Design bin2bcd_seq, sky130hd; sources not shown.
**Routed metal, one colour a layer**

Only two layers are drawn.
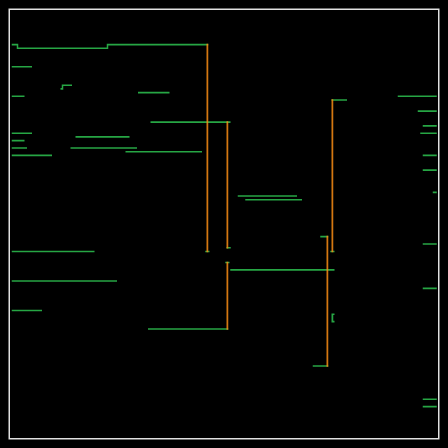
met3: drawn in green, wire length 247 µm. met4: drawn in orange, wire length 125 µm.
vias: 2442
routed len/inst: 14.4 µm
total global-route track usage: 21.4%
drt total wl: 6210 µm

**Routing congestion**

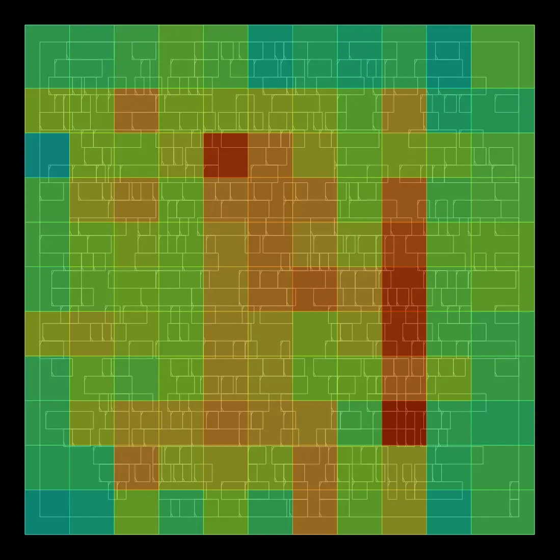
grt met3 use: 4.32%
gr busiest metal: met2
met2 GRT Util: 33.2%

**Pin placement**

Pins as bars across the die edge, other pins in grey.
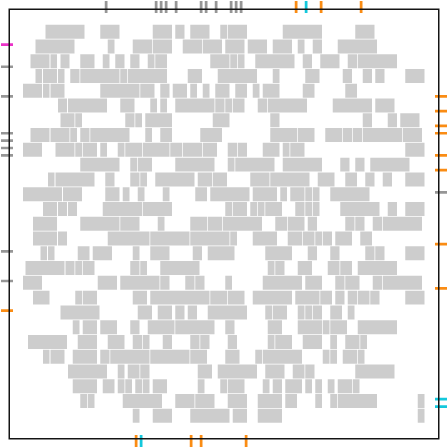
clk: drawn in magenta, pins 1, direction input, edge left. bcd: drawn in orange, pins 16, direction output, edge 8 right, 4 bottom, 3 top, 1 left. blank: drawn in cyan, pins 4, direction output, edge 2 right, 1 bottom, 1 top.
Port Buf Inserts: 36
chip height: 78.8 µm
chip width: 78.8 µm

**Placement by cell class**

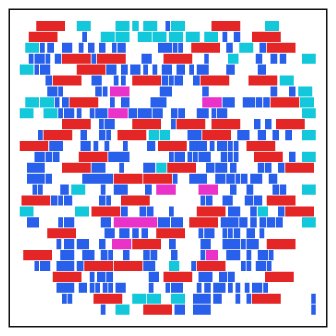
all other logic: drawn in blue, cells 255, share of their area 48%. clock drivers and dummy loads: drawn in magenta, cells 8, share of their area 3.9%. flops: drawn in red, cells 55, share of their area 35%. other buffers and delay cells: drawn in cyan, cells 42, share of their area 13%.
Core Region: 0.00544 mm²
fin util: 59.3%
post-route cell area: 0.00322 mm²

==> impl_metrics.py <==
# Synthesis and PnR figures
metrics = {
    "final_timing": {
        "layout_setup_ws_ns": 0.456,
        "maxSlewViolCount": 0,
        "holdWs_ns": 0.277,
        "setup_viol": 0,
        "finalCritPeriodShare_pct": 83.1,
        "rsz0062_at_grt": "no",
        "fin_setup_tns_ns": 0,
        "hold_viol": 0,
        "fmax_ghz": 0.446,
    },
    "yosys": {
        "ff_type": "dfxtp_1",
        "top_area_cell": "dfxtp_1",
        "top_cells_by_area": "dfxtp_1 (39%), a21oi_1 (5.5%), nor2_1 (5.4%), ha_1 (4.5%), nand2_1 (4.4%)",
        "yosys_area_mm2": 0.00280,
        "ys_seq_share_pct": 39.4,
        "yosysWarnings": 6,
        "ys_ff": 55,
        "ys_cells": 336,
        "syn_avg_cell_area_um2": 8.32,
        "syn-cell-area_mm2": 0.00280,
        "synthArstFlopShare_pct": 0,
        "synthCells": 336,
        "synth_top_area_share_pct": 39.4,
        "ys_types": 45,
    },
    "drt": {
        "highest_layer": "met4",
        "first_pass_iters": 4,
        "ant_nets": 0,
        "wirelength_met1_um": 2900,
        "dr_wl_met2_um": 2940,
        "remaining_drc_errors": 0,
        "drtIter0Drc": 144,
    },
    "clock_network": {
        "cts-root-buf": "clkbuf_8",
        "cts.repair.resized": 0,
        "cts_inserted_buffers": 5,
        "post_cts_buffers": 0,
        "cts_buffer_depth": 2,
        "cts.sinks": 55,
        "cts_hold_buffers": 0,
        "clk_pin_slew_ns": 0.10,
        "cts_tree": "yes",
    },
    "place": {
        "place_congestion": 0.841,
        "dp_cells": 424,
        "dp_hpwl_um": 4240,
        "pre_cts_ws_ns": 0.607,
        "dpl_cell_area_mm2": 0.00310,
    },
    "pwr": {
        "seq_power_share_pct": 53.5,
        "power.group.top": "registers",
        "intPower_uw": 1200,
        "ir_drop_uv": 222,
        "power_uw": 1600,
        "swShare_pct": 24.6,
        "seq_power_uw": 855,
        "p_leak_uw": 0.00118,
        "comb_power_share_pct": 9.6,
        "comb-power_uw": 154,
        "p_clk_uw": 589,
        "power_density_mw_per_mm2": 496,
    },
    "global_route": {
        "grt_pass1_wl_um": 10500,
        "overflow": 0,
        "grt_max_degree": 36,
        "use_met1_pct": 29.5,
        "antenna_found_initial": 0,
    },
    "finish": {
        "mostFrequentLayoutCells": "dfxtp_1 (55), nor2_1 (40), clkdlybuf4s50_1 (35), nand2_1 (33), a21oi_1 (31)",
        "regArea_mm2": 0.00110,
        "num-multi-input-gates": 245,
        "n_antenna_cell": 0,
        "n_clock_buffer": 6,
        "layout.area.comb_mm2": 0.00147,
        "instances_no_fill": 432,
        "lay_top_count": "dfxtp_1",
        "fin_nets": 387,
        "clk_share_pct": 3.77,
        "buffers": 42,
        "fillerInstances": 516,
        "sh_seq_area_pct": 34.2,
        "areaGrowthSynthToFinish_pct": 15.3,
        "comb_share_pct": 45.7,
    },
    "worst_hold_path": {
        "holdCritPathClass": "flip-flop to flip-flop",
        "hold_depth": 2,
    },
    "worst_setup_path": {
        "crit_arrival_ns": 1.64,
        "critPathMaxStageDelay_ns": 0.68,
        "endpoint_kind": "output pin",
        "cp_max_fo": 19,
        "crit_type": "flip-flop to output pin",
        "cp_top_family": "flip-flops",
        "cp_num_cells": 2,
        "start_kind": "flip-flop",
        "r2r_setup_slack_ns": 0.52,
        "crit_chain": "nor2_1 > clkdlybuf4s50_1",
    },
    "floorplanning": {
        "initial_utilization_pct": 51.4,
        "tap_cells": 72,
        "rows": 27,
        "io-pin-count": 41,
        "dieArea_mm2": 0.00621,
    },
    "run_status": {
        "run_status": "finished, final reports clean",
    },
    "run": {
        "maxCapViolations": 0,
        "tool_warnings": 31,
    },
}
[cell usage after synthesis, drive strengths merged, types with 2 or more instances]
library cell / number
buf: 21
inv: 10
dfxtp: 55
a21oi: 35
nand2: 33
xnor2: 4
nand4: 2
nand3: 2
o21bai: 2
nand4b: 8
clkbuf: 6
a22oi: 16
nor3: 11
o21ai: 25
nand2b: 10
or3: 10
dlygate4sd1: 2
nor2: 40
ha: 10
o22ai: 2
mux2i: 6
a211oi: 12
[kinds of logic after synthesis]
| logic type | Yosys count | synth area share (%) |
|---|---|---|
| compound gates | 100 | 22.6 |
| flops | 55 | 39.4 |
| other cells | 1 | 0.134 |
| mux | 6 | 2.15 |
| fa+ha+maj | 10 | 4.47 |
| buf+inv | 39 | 8.37 |
| xor+xnor | 4 | 1.25 |
| simple gates | 121 | 21.7 |
Power and IR drop assume default switching activity.
